==> src/rtl/ula_control_fsm_pkg.sv <==
// Shared constants for the multicycle ULA control unit: opcodes, functs,
// ULAControl and ALUOp encodings, 4-bit state encodings and per-state
// control decode.
package ula_control_fsm_pkg;

  localparam int unsigned OP_W  = 6;
  localparam int unsigned FN_W  = 6;
  localparam int unsigned UC_W  = 3;
  localparam int unsigned AOP_W = 2;
  localparam int unsigned ST_W  = 4;

  localparam logic [OP_W-1:0] OP_RTYPE = 6'b000000;
  localparam logic [OP_W-1:0] OP_LW    = 6'b100011;
  localparam logic [OP_W-1:0] OP_SW    = 6'b101011;
  localparam logic [OP_W-1:0] OP_BEQ   = 6'b000100;
  localparam logic [OP_W-1:0] OP_ADDI  = 6'b001000;
  localparam logic [OP_W-1:0] OP_J     = 6'b000010;

  localparam logic [FN_W-1:0] FN_ADD = 6'b100000;
  localparam logic [FN_W-1:0] FN_SUB = 6'b100010;
  localparam logic [FN_W-1:0] FN_AND = 6'b100100;
  localparam logic [FN_W-1:0] FN_OR  = 6'b100101;
  localparam logic [FN_W-1:0] FN_NOR = 6'b100111;
  localparam logic [FN_W-1:0] FN_SLT = 6'b101010;

  localparam logic [UC_W-1:0] UC_AND = 3'b000;
  localparam logic [UC_W-1:0] UC_OR  = 3'b001;
  localparam logic [UC_W-1:0] UC_ADD = 3'b010;
  localparam logic [UC_W-1:0] UC_NOR = 3'b011;
  localparam logic [UC_W-1:0] UC_SUB = 3'b110;
  localparam logic [UC_W-1:0] UC_SLT = 3'b111;

  localparam logic [AOP_W-1:0] AOP_ADD   = 2'b00;
  localparam logic [AOP_W-1:0] AOP_SUB   = 2'b01;
  localparam logic [AOP_W-1:0] AOP_FUNCT = 2'b10;

  localparam logic [ST_W-1:0] S_IDLE   = 4'd0;
  localparam logic [ST_W-1:0] S_FETCH  = 4'd1;
  localparam logic [ST_W-1:0] S_DECODE = 4'd2;
  localparam logic [ST_W-1:0] S_MEMADR = 4'd3;
  localparam logic [ST_W-1:0] S_MEMRD  = 4'd4;
  localparam logic [ST_W-1:0] S_MEMWB  = 4'd5;
  localparam logic [ST_W-1:0] S_MEMWR  = 4'd6;
  localparam logic [ST_W-1:0] S_EXEC   = 4'd7;
  localparam logic [ST_W-1:0] S_ALUWB  = 4'd8;
  localparam logic [ST_W-1:0] S_BRANCH = 4'd9;
  localparam logic [ST_W-1:0] S_ADDIEX = 4'd10;
  localparam logic [ST_W-1:0] S_ADDIWB = 4'd11;
  localparam logic [ST_W-1:0] S_JUMP   = 4'd12;
  localparam logic [ST_W-1:0] S_TRAP   = 4'd13;
  localparam logic [ST_W-1:0] S_FWAIT  = 4'd14;  // step-mode hold before FETCH

  typedef struct packed {
    logic       alusrca;
    logic [1:0] alusrcb;
    logic [1:0] pcsrc;
    logic       pcwrite;
    logic       irwrite;
    logic       regwrite;
    logic       regdst;
    logic       memtoreg;
    logic       memwrite;
    logic       iord;
    logic       branch;
    logic       done;
  } ctrl_t;

  // Moore datapath controls for a state; anything not listed is 0
  function automatic ctrl_t state_ctrl(input logic [ST_W-1:0] st);
    ctrl_t c;
    c = '0;
    case (st)
      S_FETCH:  begin c.alusrcb = 2'b01; c.irwrite = 1'b1; c.pcwrite = 1'b1; end
      S_DECODE: c.alusrcb = 2'b11;
      S_MEMADR: begin c.alusrca = 1'b1; c.alusrcb = 2'b10; end
      S_MEMRD:  c.iord = 1'b1;
      S_MEMWB:  begin c.memtoreg = 1'b1; c.regwrite = 1'b1; c.done = 1'b1; end
      S_MEMWR:  begin c.iord = 1'b1; c.memwrite = 1'b1; c.done = 1'b1; end
      S_EXEC:   c.alusrca = 1'b1;
      S_ALUWB:  begin c.regdst = 1'b1; c.regwrite = 1'b1; c.done = 1'b1; end
      S_BRANCH: begin c.alusrca = 1'b1; c.pcsrc = 2'b01; c.branch = 1'b1; c.done = 1'b1; end
      S_ADDIEX: begin c.alusrca = 1'b1; c.alusrcb = 2'b10; end
      S_ADDIWB: begin c.regwrite = 1'b1; c.done = 1'b1; end
      S_JUMP:   begin c.pcsrc = 2'b10; c.pcwrite = 1'b1; c.done = 1'b1; end
      default:  ;
    endcase
    return c;
  endfunction

  // ALU operation class for a state
  function automatic logic [AOP_W-1:0] state_aluop(input logic [ST_W-1:0] st);
    logic [AOP_W-1:0] a;
    a = AOP_ADD;
    if (st == S_EXEC)   a = AOP_FUNCT;
    if (st == S_BRANCH) a = AOP_SUB;
    return a;
  endfunction

endpackage

==> src/rtl/ula_control_fsm_if.sv <==
// Control-unit bus: IR fields and Z in, datapath controls out.
// Optional trap flag exists only when ILLEGAL_OP_TRAP_EN is defined.
interface ula_control_fsm_if;
  import ula_control_fsm_pkg::*;

  logic             run;
  logic             step;
  logic [OP_W-1:0]  opcode;
  logic [FN_W-1:0]  funct;
  logic             Z;
  logic [UC_W-1:0]  ULAControl;
  logic             ALUSrcA;
  logic [1:0]       ALUSrcB;
  logic [1:0]       PCSrc;
  logic             PCWrite;
  logic             IRWrite;
  logic             RegWrite;
  logic             RegDst;
  logic             MemtoReg;
  logic             MemWrite;
  logic             IorD;
  logic             instr_done;
  logic             pc_en_c;
`ifdef ILLEGAL_OP_TRAP_EN
  logic             trap;
`endif

  modport master (
    input  run, step, opcode, funct, Z,
    output ULAControl, ALUSrcA, ALUSrcB, PCSrc, PCWrite, IRWrite, RegWrite,
           RegDst, MemtoReg, MemWrite, IorD, instr_done, pc_en_c
`ifdef ILLEGAL_OP_TRAP_EN
    , output trap
`endif
  );

  modport slave (
    output run, step, opcode, funct, Z,
    input  ULAControl, ALUSrcA, ALUSrcB, PCSrc, PCWrite, IRWrite, RegWrite,
           RegDst, MemtoReg, MemWrite, IorD, instr_done, pc_en_c
`ifdef ILLEGAL_OP_TRAP_EN
    , input trap
`endif
  );

endinterface

==> src/rtl/ula_control_fsm_decoder.sv <==
// Combinational {ALUOp, funct} -> ULAControl. Unknown functs map to ADD;
// with ILLEGAL_OP_TRAP_EN they are also flagged as illegal.
module ula_control_fsm_decoder
  import ula_control_fsm_pkg::*;
(
  input  logic [AOP_W-1:0] aluop,
  input  logic [FN_W-1:0]  funct,
  output logic [UC_W-1:0]  ula_control
`ifdef ILLEGAL_OP_TRAP_EN
  , output logic           illegal
`endif
);

  // ALU operation select
  always_comb begin
    ula_control = UC_ADD;
    case (aluop)
      AOP_SUB: ula_control = UC_SUB;
      AOP_FUNCT: begin
        case (funct)
          FN_ADD:  ula_control = UC_ADD;
          FN_SUB:  ula_control = UC_SUB;
          FN_AND:  ula_control = UC_AND;
          FN_OR:   ula_control = UC_OR;
          FN_NOR:  ula_control = UC_NOR;
          FN_SLT:  ula_control = UC_SLT;
          default: ula_control = UC_ADD;
        endcase
      end
      default: ula_control = UC_ADD;
    endcase
  end

`ifdef ILLEGAL_OP_TRAP_EN
  assign illegal = (aluop == AOP_FUNCT) &&
                   !(funct inside {FN_ADD, FN_SUB, FN_AND, FN_OR, FN_NOR, FN_SLT});
`endif

endmodule

==> src/rtl/ula_control_fsm.sv <==
// Multicycle control FSM for the 8-bit ULA datapath. Outputs are registered
// from the next state so each state's controls appear while in that state.
// Optional feature macro: ILLEGAL_OP_TRAP_EN (unknown opcode/funct -> TRAP).
module ula_control_fsm
  import ula_control_fsm_pkg::*;
#(
  parameter bit STEP_MODE = 1'b0
) (
  input logic               clk,
  input logic               rst_n,
  ula_control_fsm_if.master bus
);

  logic [ST_W-1:0]  state_q;
  logic [ST_W-1:0]  state_next;
  logic [ST_W-1:0]  fetch_st;
  ctrl_t            ctrl_q;
  ctrl_t            ctrl_next;
  logic [AOP_W-1:0] aluop_next;
  logic [UC_W-1:0]  ula_q;
  logic [UC_W-1:0]  ula_next;
`ifdef ILLEGAL_OP_TRAP_EN
  logic             illegal_next;
  logic             illegal_q;
  logic             trap_q;
`endif

  assign fetch_st = STEP_MODE ? S_FWAIT : S_FETCH;

  ula_control_fsm_decoder u_dec (
    .aluop       (aluop_next),
    .funct       (bus.funct),
    .ula_control (ula_next)
`ifdef ILLEGAL_OP_TRAP_EN
    , .illegal   (illegal_next)
`endif
  );

  // Next-state and next-output decode
  always_comb begin
    state_next = state_q;
    case (state_q)
      S_IDLE:  if (bus.run) state_next = fetch_st;
      S_FWAIT: begin
        if (!bus.run)     state_next = S_IDLE;
        else if (bus.step) state_next = S_FETCH;
      end
      S_FETCH: state_next = bus.run ? S_DECODE : S_IDLE;
      S_DECODE: begin
        case (bus.opcode)
          OP_LW, OP_SW: state_next = S_MEMADR;
          OP_RTYPE:     state_next = S_EXEC;
          OP_BEQ:       state_next = S_BRANCH;
          OP_ADDI:      state_next = S_ADDIEX;
          OP_J:         state_next = S_JUMP;
`ifdef ILLEGAL_OP_TRAP_EN
          default:      state_next = S_TRAP;
`else
          default:      state_next = fetch_st;
`endif
        endcase
      end
      S_MEMADR: state_next = (bus.opcode == OP_LW) ? S_MEMRD : S_MEMWR;
      S_MEMRD:  state_next = S_MEMWB;
`ifdef ILLEGAL_OP_TRAP_EN
      S_EXEC:   state_next = illegal_q ? S_TRAP : S_ALUWB;
`else
      S_EXEC:   state_next = S_ALUWB;
`endif
      S_ADDIEX: state_next = S_ADDIWB;
      S_MEMWB, S_MEMWR, S_ALUWB, S_BRANCH, S_ADDIWB, S_JUMP: state_next = fetch_st;
      S_TRAP:   state_next = S_TRAP;
      default:  state_next = S_IDLE;
    endcase
    ctrl_next  = state_ctrl(state_next);
    aluop_next = state_aluop(state_next);
  end

  // State and registered control outputs; reset clears every enable
  always_ff @(posedge clk) begin
    if (!rst_n) begin
      state_q <= S_IDLE;
      ctrl_q  <= '0;
      ula_q   <= UC_ADD;
    end else begin
      state_q <= state_next;
      ctrl_q  <= ctrl_next;
      ula_q   <= ula_next;
    end
  end

`ifdef ILLEGAL_OP_TRAP_EN
  // Funct legality captured on entry to EXEC; sticky trap flag
  always_ff @(posedge clk) begin
    if (!rst_n) begin
      illegal_q <= 1'b0;
      trap_q    <= 1'b0;
    end else begin
      illegal_q <= illegal_next;
      trap_q    <= (state_next == S_TRAP);
    end
  end
  assign bus.trap = trap_q;
`endif

  assign bus.ULAControl = ula_q;
  assign bus.ALUSrcA    = ctrl_q.alusrca;
  assign bus.ALUSrcB    = ctrl_q.alusrcb;
  assign bus.PCSrc      = ctrl_q.pcsrc;
  assign bus.PCWrite    = ctrl_q.pcwrite;
  assign bus.IRWrite    = ctrl_q.irwrite;
  assign bus.RegWrite   = ctrl_q.regwrite;
  assign bus.RegDst     = ctrl_q.regdst;
  assign bus.MemtoReg   = ctrl_q.memtoreg;
  assign bus.MemWrite   = ctrl_q.memwrite;
  assign bus.IorD       = ctrl_q.iord;
  assign bus.instr_done = ctrl_q.done;
  // PC strobe: unconditional write, or taken branch on the live Z flag
  assign bus.pc_en_c    = ctrl_q.pcwrite | (ctrl_q.branch & bus.Z);

endmodule

==> src/flat_wrapper.sv <==
// flat-port wrapper written by rule: the top's interface ports become plain ports
module ula_control_fsm_flat import ula_control_fsm_pkg::*;
#(
  parameter bit STEP_MODE = 1'b0
)
  (clk, rst_n, bus_run, bus_step, bus_opcode, bus_funct, bus_Z, bus_ULAControl, bus_ALUSrcA, bus_ALUSrcB, bus_PCSrc, bus_PCWrite, bus_IRWrite, bus_RegWrite, bus_RegDst, bus_MemtoReg, bus_MemWrite, bus_IorD, bus_instr_done, bus_pc_en_c);
  ula_control_fsm_if bus_i ();
  input logic clk;
  input logic rst_n;
  input wire logic [$bits(bus_i.run)-1:0] bus_run;
  input wire logic [$bits(bus_i.step)-1:0] bus_step;
  input wire logic [$bits(bus_i.opcode)-1:0] bus_opcode;
  input wire logic [$bits(bus_i.funct)-1:0] bus_funct;
  input wire logic [$bits(bus_i.Z)-1:0] bus_Z;
  output wire logic [$bits(bus_i.ULAControl)-1:0] bus_ULAControl;
  output wire logic [$bits(bus_i.ALUSrcA)-1:0] bus_ALUSrcA;
  output wire logic [$bits(bus_i.ALUSrcB)-1:0] bus_ALUSrcB;
  output wire logic [$bits(bus_i.PCSrc)-1:0] bus_PCSrc;
  output wire logic [$bits(bus_i.PCWrite)-1:0] bus_PCWrite;
  output wire logic [$bits(bus_i.IRWrite)-1:0] bus_IRWrite;
  output wire logic [$bits(bus_i.RegWrite)-1:0] bus_RegWrite;
  output wire logic [$bits(bus_i.RegDst)-1:0] bus_RegDst;
  output wire logic [$bits(bus_i.MemtoReg)-1:0] bus_MemtoReg;
  output wire logic [$bits(bus_i.MemWrite)-1:0] bus_MemWrite;
  output wire logic [$bits(bus_i.IorD)-1:0] bus_IorD;
  output wire logic [$bits(bus_i.instr_done)-1:0] bus_instr_done;
  output wire logic [$bits(bus_i.pc_en_c)-1:0] bus_pc_en_c;
  assign bus_i.run = bus_run;
  assign bus_i.step = bus_step;
  assign bus_i.opcode = bus_opcode;
  assign bus_i.funct = bus_funct;
  assign bus_i.Z = bus_Z;
  assign bus_ULAControl = bus_i.ULAControl;
  assign bus_ALUSrcA = bus_i.ALUSrcA;
  assign bus_ALUSrcB = bus_i.ALUSrcB;
  assign bus_PCSrc = bus_i.PCSrc;
  assign bus_PCWrite = bus_i.PCWrite;
  assign bus_IRWrite = bus_i.IRWrite;
  assign bus_RegWrite = bus_i.RegWrite;
  assign bus_RegDst = bus_i.RegDst;
  assign bus_MemtoReg = bus_i.MemtoReg;
  assign bus_MemWrite = bus_i.MemWrite;
  assign bus_IorD = bus_i.IorD;
  assign bus_instr_done = bus_i.instr_done;
  assign bus_pc_en_c = bus_i.pc_en_c;
  ula_control_fsm #(.STEP_MODE(STEP_MODE)) u_core (.clk(clk), .rst_n(rst_n), .bus(bus_i));
endmodule
==> config.mk <==
export PLATFORM = sky130hd
export DESIGN_NAME = ula_control_fsm_flat
export DESIGN_NICKNAME = d
export VERILOG_FILES = /design/src/rtl/ula_control_fsm_pkg.sv /design/src/rtl/ula_control_fsm_if.sv /design/src/rtl/ula_control_fsm_decoder.sv /design/src/rtl/ula_control_fsm.sv /design/src/flat_wrapper.sv
export SDC_FILE = /design/constraint.sdc
export NUM_CORES = 1
export LEC_CHECK = 0
export ABC_AREA = 1
export CORE_MARGIN = 2
export CORE_UTILIZATION = 45
export DETAILED_ROUTE_END_ITERATION = 12
export PLACE_DENSITY = 0.79
export SLEW_MARGIN = 10
export SYNTH_ARGS = -nofsm -noshare
export SYNTH_HDL_FRONTEND = slang
export SYNTH_SLANG_ARGS = --single-unit
==> constraint.sdc <==
create_clock -name clk -period 1.8 [get_ports clk]
set_input_delay 0.54 -clock clk [delete_from_list [all_inputs] [get_ports clk]]
set_output_delay 0.54 -clock clk [all_outputs]
set_load 0.03 [all_outputs]
==> run_1/drive_strength.png <==
(10 px per micron)
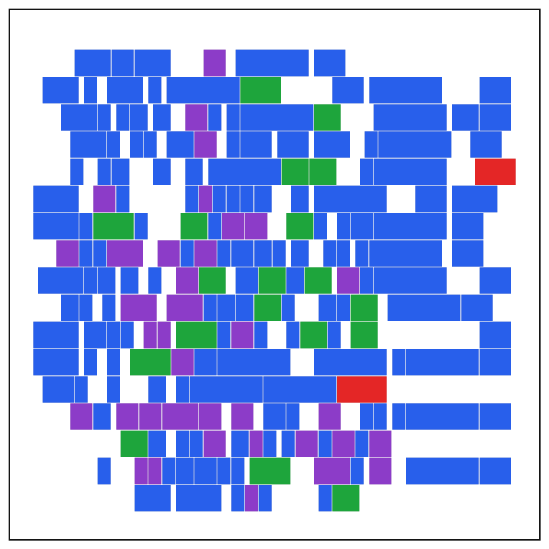
[drive 1 or less] blue | cells: 153 | share: 73% | most used: nand2_1
[drive 3 to 4] green | cells: 19 | share: 9.0% | most used: buf_4
[drive 6 and up] red | cells: 2 | share: 0.95%
[drive 2] purple | cells: 36 | share: 17% | most used: nor2_2
final instance area: 0.00160 sq mm
setup ws final: 0.0821 ns
Non-CTS buffers: 44

==> run_1/metal_stack.png <==
(10 px per micron) Two of the layers only.
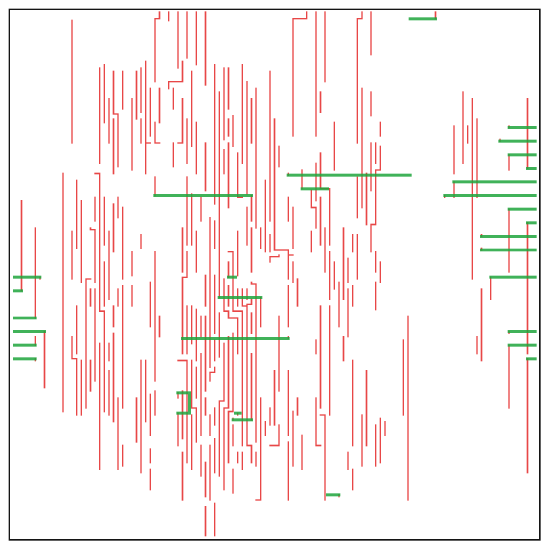
[met2] red | wire length: 1360 microns
[met3] green | wire length: 113 microns
DR vias: 1172
GRT Util Overall: 0.203
drt wl/cell: 10.9 microns
total wire length: 2610 microns

==> run_1/port_nets.png <==
(4 px per micron)
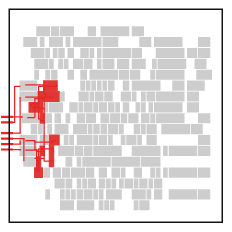
[bus_opcode] red | bits: 6 | direction: input | end cells: 14 | buffers: 6 | wire: 138 microns

==> run_1/pins.png <==
(10 px per micron) Pins as bars across the die edge, other pins in gray.
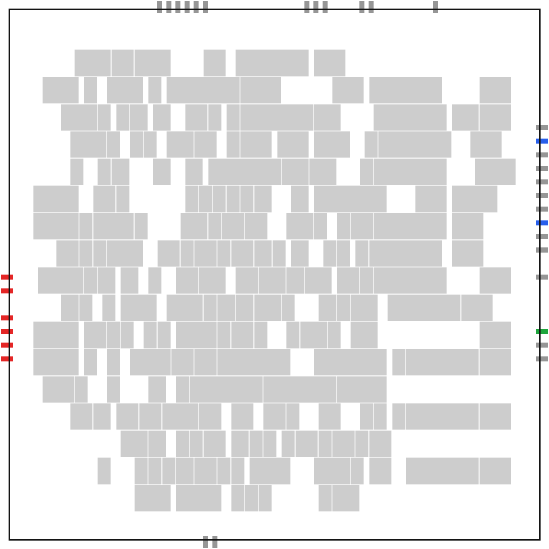
[bus_PCSrc] blue | pins: 2 | direction: output | edge: east
[bus_IorD] green | pins: 1 | direction: output | edge: east
[bus_opcode] red | pins: 6 | direction: input | edge: west

[run 1: path summary, 6_finish.rpt]
path | start | endpoint | slack [ns] | cells past startpoint
setup / recovery | bus_step | u_core.bus.instr_done | 0.08 | 10
hold / removal | u_core.state_q[2] | u_core.bus.MemtoReg | 0.68 | 4
setup reg to reg | u_core.state_q[0] | u_core.bus.instr_done | 0.16 | 10
hold reg to reg | u_core.state_q[2] | u_core.bus.MemtoReg | 0.68 | 4
[run 1: per-stage QoR]
step           TNS (ns)  setup WS, ns  utilization
4_1_cts         -0.0236       -0.0236        0.692
5_1_grt               0        0.0107        0.715
2_1_floorplan         0         0.199            -
3_3_place_gp      -2.99        -0.297        0.678
3_5_place_dp      -4.37        -0.429        0.678
6_report              0        0.0821        0.715
[run 1: cell families after synthesis]
| logic type | Yosys count |
|---|---|
| AOI/OAI and AO/OA | 8 |
| and+or+nand+nor | 106 |
| DFF | 20 |
| buffers and inverters | 28 |
[run 1: sequential cells by signal, indices dropped and copies added (netlist names)]
register,count
u_core.bus.ALUSrcA,1
u_core.bus.ALUSrcB,2
u_core.bus.IRWrite,1
u_core.bus.IorD,1
u_core.bus.MemWrite,1
u_core.bus.MemtoReg,1
u_core.bus.PCSrc,2
u_core.bus.PCWrite,1
u_core.bus.RegDst,1
u_core.bus.RegWrite,1
u_core.bus.ULAControl,3
u_core.bus.instr_done,1
u_core.state_q,4
[run 1: final cells by class]
type / count / area (sq um) / area share
multi-input combinational: 114 / 611 / 0.382
timing repair buffer: 44 / 410 / 0.257
sequential: 20 / 400 / 0.251
inverter: 28 / 105 / 0.0658
clock buffer: 4 / 36.3 / 0.0227
tap: 28 / 35.0 / 0.0219
[run 1: timing repair]
item,in CTS,in global routing
pin swaps,3,7
buffers inserted,0,1
setup endpoints to repair,24,12
gates resized,23,14
==> flow_metrics.tcl, run 1 <==
# place-and-route summary
set metrics [dict create \
    status "complete, no violations" \
    firstDrtPassIters 4 \
    period_minus_slack_ns 1.72 \
    synth_cell_types 20 \
    required_ns 2.00 \
    gp_congestion 0.850 \
    synth-main-ff-cell "dfxtp_1" \
    hold_violations 0 \
    ctsRootBufferMaster "clkbuf_4" \
    grt_pass1_vias 1084 \
    use_met3 0.0169 \
    core_area_sq_mm 0.00223 \
    max_cap_viol_count 0 \
    grt.overflow.total 0 \
    simple_gate_share 0.490 \
    top_cell_area_share 0.372 \
    power_uw 915 \
    cp_slowest_cell "clkdlybuf4s50_1" \
    setup_viol 0 \
    rsz0062_at_grt "false" \
    synthTopCellsByCount "nor2_1, nand2_1, dfxtp_1" \
    mux_share 0 \
    wl_met1_microns 1080 \
    clkSinkCount 20 \
    drcViolationCount 0 \
    ioPinCount 34 \
    layout_top_cells "nand2_1, nor2_1, dfxtp_1, inv_1, dlygate4sd2_1" \
    worstMarginPinSlew_ns 0.308 \
    path_class "input pin to flop" \
    antenna_found_initial 0 \
    core.rowCount 17 \
    num_antenna_cells 0 \
    busiest_layer "met2" \
    topCombFamilyByArea "simple AND/OR/NAND/NOR gates" \
    ys_seq_frac 0.372 \
    xor_area_frac 0 \
    synth_area_sq_mm 0.00108 \
    drive_gt1_frac 0.271 \
    post-route-period-util 0.954 \
    wl_met3_microns 113 \
    p_clk_uw 256 \
    cts_tree "built" \
    numCtsBuffers 3 \
    detailedRoute.firstIterationViolations 31 \
    power.density_mw_per_mm2 573 \
    seqPwrFrac 0.507 \
    yosys_warnings 0 \
    area_leaders "dfxtp_1, nor2_1, nand2_1, nand3_1, inv_1" \
    grt_max_degree 12 \
    worstSetupStartpointType "input pin" \
    via_per_inst 4.92 \
    power_frac_comb 0.213 \
    max-vdd-ir-drop_v 0.000462 \
    die_y_microns 52.9 \
    cp_num_buf_inv 4 \
    p_sw_uw 253 \
    maxPowerGroup "registers" \
    final_cells 238 \
    skew_ns 0.00284 \
    use_met2 0.381 \
    drv_slew 0 \
    wl_met2_microns 1360 \
    syn-num-nets 179 \
    top_cell "nor2_1" \
    clock.latency.late_pin_ns 0.30 \
    hold_slack_ns 0.675 \
    dp_cells 233 \
    sw_frac_of_total 0.277 \
    numPortBuffers 33 \
    die_w_microns 52.9 \
    chip_area_sq_mm 0.00280 \
    ys_chip_area_sq_mm 0.00108 \
    final.fill_count 176 \
    postCtsHoldBufs 0 \
    cp.arrival_ns 1.92 \
    initCoreUtil 0.482 \
    ys_ff 20 \
    clk_pin_slew_ns 0.10 \
    cp_max_fo 5 \
    hpwl_microns 2130 \
    p_int_uw 662 \
    p_clk_frac 0.280 \
    clk_path_buf_depth 2 \
    edf_count 0 \
    p_comb_uw 195 \
    cts_htree_levels 1 \
    syn_to_final_growth_pct 48.5 \
    aoi_share 0.0407 \
    clock.fmax_mhz 582 \
    synth_area_per_cell_sq_um 6.64 \
    routed.top_layer "met4" \
    synth_cells 162 \
    hp-class "flop to flop" \
    drt.antenna.violating_nets 0 \
    leakagePower_nw 0.912 \
    top_area_cell "dfxtp_1" \
    fin_nets 228 \
    tool_warnings 27 \
    path_delay_family "buffers and inverters" \
    synthArstFlopShare 0 \
    placed_area_sq_mm 0.00151 \
    fa_ha_area_frac 0 \
    slew_headroom 0.796 \
    grt_use_met1 0.229 \
]
==> run_1/final_placement.png <==
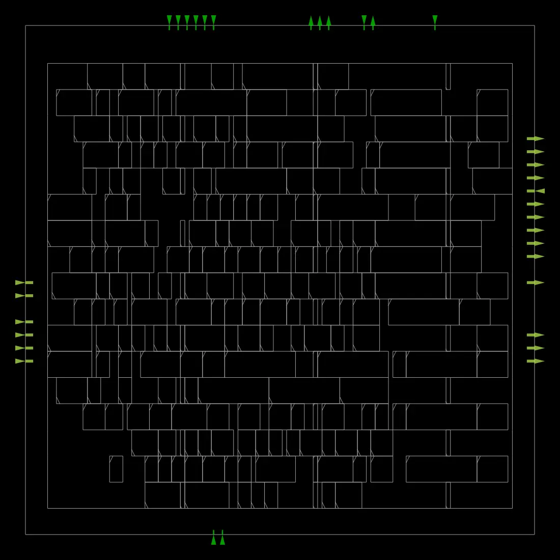

==> run 2, diff against run 1 <==
- ABC_AREA: 1 -> unset
- CORE_UTILIZATION: 45 -> 43
- PLACE_DENSITY: 0.79 -> 0.78
==> run_2/final_placement.png <==
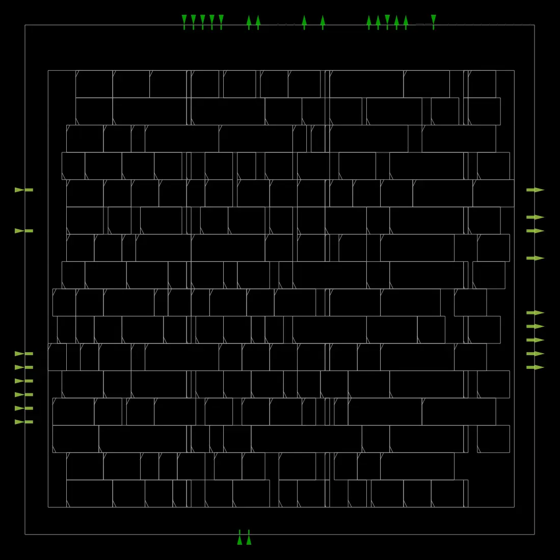
Final Non-Filler Cells: 206
post-layout util: 0.869
number of well taps: 27

==> run_2/port_nets.png <==
(6 px per micron)
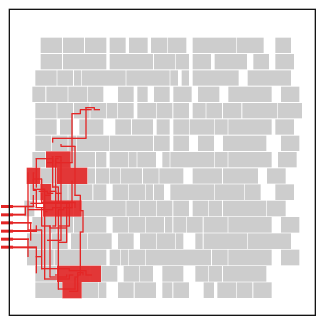
[bus_opcode] red | bits: 6 | direction: input | end cells: 11 | buffers: 11 | wire: 289 microns

==> flow_metrics.tcl, run 2 <==
# place-and-route summary
set metrics [dict create \
    synthTopCellsByCount "dfxtp_1, a21oi_1, nor2_1" \
    num_antenna_cells 0 \
    edf_count 0 \
    routed.top_layer "met4" \
    synth_cells 103 \
    tool_warnings 29 \
    grt_use_met1 0.273 \
    numCtsBuffers 3 \
    clock.latency.late_pin_ns 0.31 \
    period_minus_slack_ns 2.32 \
    layout_top_cells "buf_4, dfxtp_1, dlygate4sd2_1, clkdlybuf4s50_1, buf_6" \
    synth_area_sq_um 941 \
    ys_cells 103 \
    die_y_microns 50.8 \
    max-vdd-ir-drop_v 0.000469 \
    drt.antenna.violating_nets 0 \
    detailedRoute.firstIterationViolations 43 \
    cp.arrival_ns 2.53 \
    vias 1191 \
    synth_cell_types 35 \
    chip_area_sq_mm 0.00258 \
    synthArstFlopShare 0 \
    core.rowCount 16 \
    power.density_mw_per_mm2 632 \
    grt_use_total 0.266 \
    ff2ff_setup_slack_ns -0.33 \
    grt.overflow.total 0 \
    yosys_warnings 0 \
    use_met2 0.487 \
    hold_slack_ns 0.827 \
    dpl_worst_slack_ns -1.19 \
    p_sw_uw 291 \
    setup_viol 16 \
    leakagePower_nw 0.846 \
    setup_ws_ns -0.523 \
    reg2regPathDepth 6 \
    p_clk_uw 375 \
    hpwl_microns 2100 \
    hold_path_end "u_core.bus.ULAControl[0]" \
    fin_nets 197 \
    hp-start "bus_funct[0]" \
    power_mw 1.11 \
    via_per_inst 5.78 \
    p_clk_frac 0.338 \
    ys_chip_area_sq_um 941 \
    wl_met3_microns 241 \
    placed_area_sq_mm 0.00150 \
    use_met3 0.0506 \
    cp_max_fo 2 \
    maxPowerGroup "registers" \
    ys_seq_frac 0.426 \
    cts_htree_levels 1 \
    worstSetupStartpoint "bus_opcode[2]" \
    final.fill_count 106 \
    worstMarginPinSlew_ns 0.393 \
    top_cell "dfxtp_1" \
    grt_max_degree 13 \
    initCoreUtil 0.465 \
    top_cell_area_share 0.426 \
    p_int_uw 819 \
    hold_violations 0 \
    worstSetupStartpointType "input pin" \
    path_delay_family "simple AND/OR/NAND/NOR gates" \
    cp_num_buf_inv 1 \
    wirelength_microns 3690 \
    clock.fmax_mhz 431 \
    worstPathCellList "buf_6, or4_4, or4b_4, and3_4, nor2_4, nand4_1, or4b_1" \
    busiest_layer "met2" \
    drive_gt1_frac 0.391 \
    min_delay_path_depth 3 \
    grt_pass1_vias 1112 \
    final_cell_area_sq_mm 0.00176 \
    violations "negative setup slack" \
    top_area_cell "dfxtp_1" \
    sw_frac_of_total 0.262 \
    seqPwrFrac 0.417 \
    firstDrtPassIters 4 \
    p_seq_uw 463 \
    p_comb_uw 272 \
    reg2reg_from "u_core.state_q[3]" \
    clkSinkCount 20 \
    hp-class "input pin to flop" \
    core_area_sq_mm 0.00202 \
    wl_met2_microns 1940 \
    max_cap_viol_count 0 \
    clk_pin_slew_ns 0.12 \
    required_ns 2.00 \
    slew_headroom 0.735 \
    rsz0062_at_grt "true" \
    syn_to_final_growth_pct 86.8 \
    drv_slew 0 \
    power_frac_comb 0.245 \
    largest_register "u_core.state_q" \
    skew_ns 0.00552 \
    largest_reg_flops 4 \
    antenna_found_initial 0 \
    area_leaders "dfxtp_1, o211ai_1, a21oi_1, and2_1, nand3_1" \
    cts_tree "built" \
    status "complete, but fails checks" \
    ys_ff 20 \
    synth_area_per_cell_sq_um 9.13 \
    die_w_microns 50.8 \
    synth-main-ff-cell "dfxtp_1" \
    path_class "input pin to flop" \
    syn-num-nets 120 \
    ioPinCount 34 \
    numPortBuffers 33 \
    post-route-period-util 1.29 \
    wl_met1_microns 1400 \
    timing.rr.end "u_core.bus.ULAControl[1]" \
    clk_path_buf_depth 2 \
    ctsRootBufferMaster "clkbuf_4" \
    cp_slowest_cell "or4_4" \
    drcViolationCount 0 \
    wl_per_cell_microns 17.9 \
    gp_congestion 0.848 \
]
## run 2: netlist changes by cell type after synthesis, sizes merged, moves of 4 or more
cell	delta
nor3	+4
nand3	-14
nand2	-32
nor2	-35
nor2b	+4
nand4	-4
o211ai	+5
inv	-20
## run 2: through the flow
stage | std cells | TNS (ns)
after floorplan | 103 | -5.43
after global placement | 189 | -14.98
after detailed placement | 189 | -15.68
after CTS | 200 | -4.54
after global routing | 206 | -6.08
final | 206 | -5.73
## run 2: timing repair
action	CTS	global route
pin swaps	9	12
buffers inserted	9	7
setup endpoints to repair	35	18
hold buffers	0	0
resized	43	21
endpoints found under the hold margin	0	0
## run 2: worst max-delay path by stage
stage	end	slack, ns	cells past startpoint
2_1_floorplan	u_core.bus.ULAControl[1]	-0.81	7
3_3_place_gp	u_core.bus.ULAControl[1]	-1.16	7
3_5_place_dp	u_core.bus.ULAControl[1]	-1.19	7
4_1_cts	u_core.bus.ULAControl[1]	-0.57	7
5_1_grt	u_core.bus.ULAControl[1]	-0.54	7
6_report	u_core.bus.ULAControl[1]	-0.52	7
## run 2: kinds of logic after synthesis
logic type | Yosys count | synth area share
simple gates | 51 | 0.347
buf+inv | 7 | 0.0359
mux | 1 | 0.0120
flops | 20 | 0.426
xor+xnor | 4 | 0.0372
compound gates | 20 | 0.142
## run 2: cell type report
| class | instances | area, sq um | area share |
|---|---|---|---|
| Timing Repair Buffer | 74 | 642 | 0.365 |
| Multi-Input combinational cell | 76 | 611 | 0.347 |
| Sequential cell | 20 | 400 | 0.228 |
| Inverter | 5 | 18.8 | 0.0107 |
| Tap cell | 27 | 33.8 | 0.0192 |
| Clock buffer | 3 | 22.5 | 0.0128 |
| Clock inverter | 1 | 30.0 | 0.0171 |
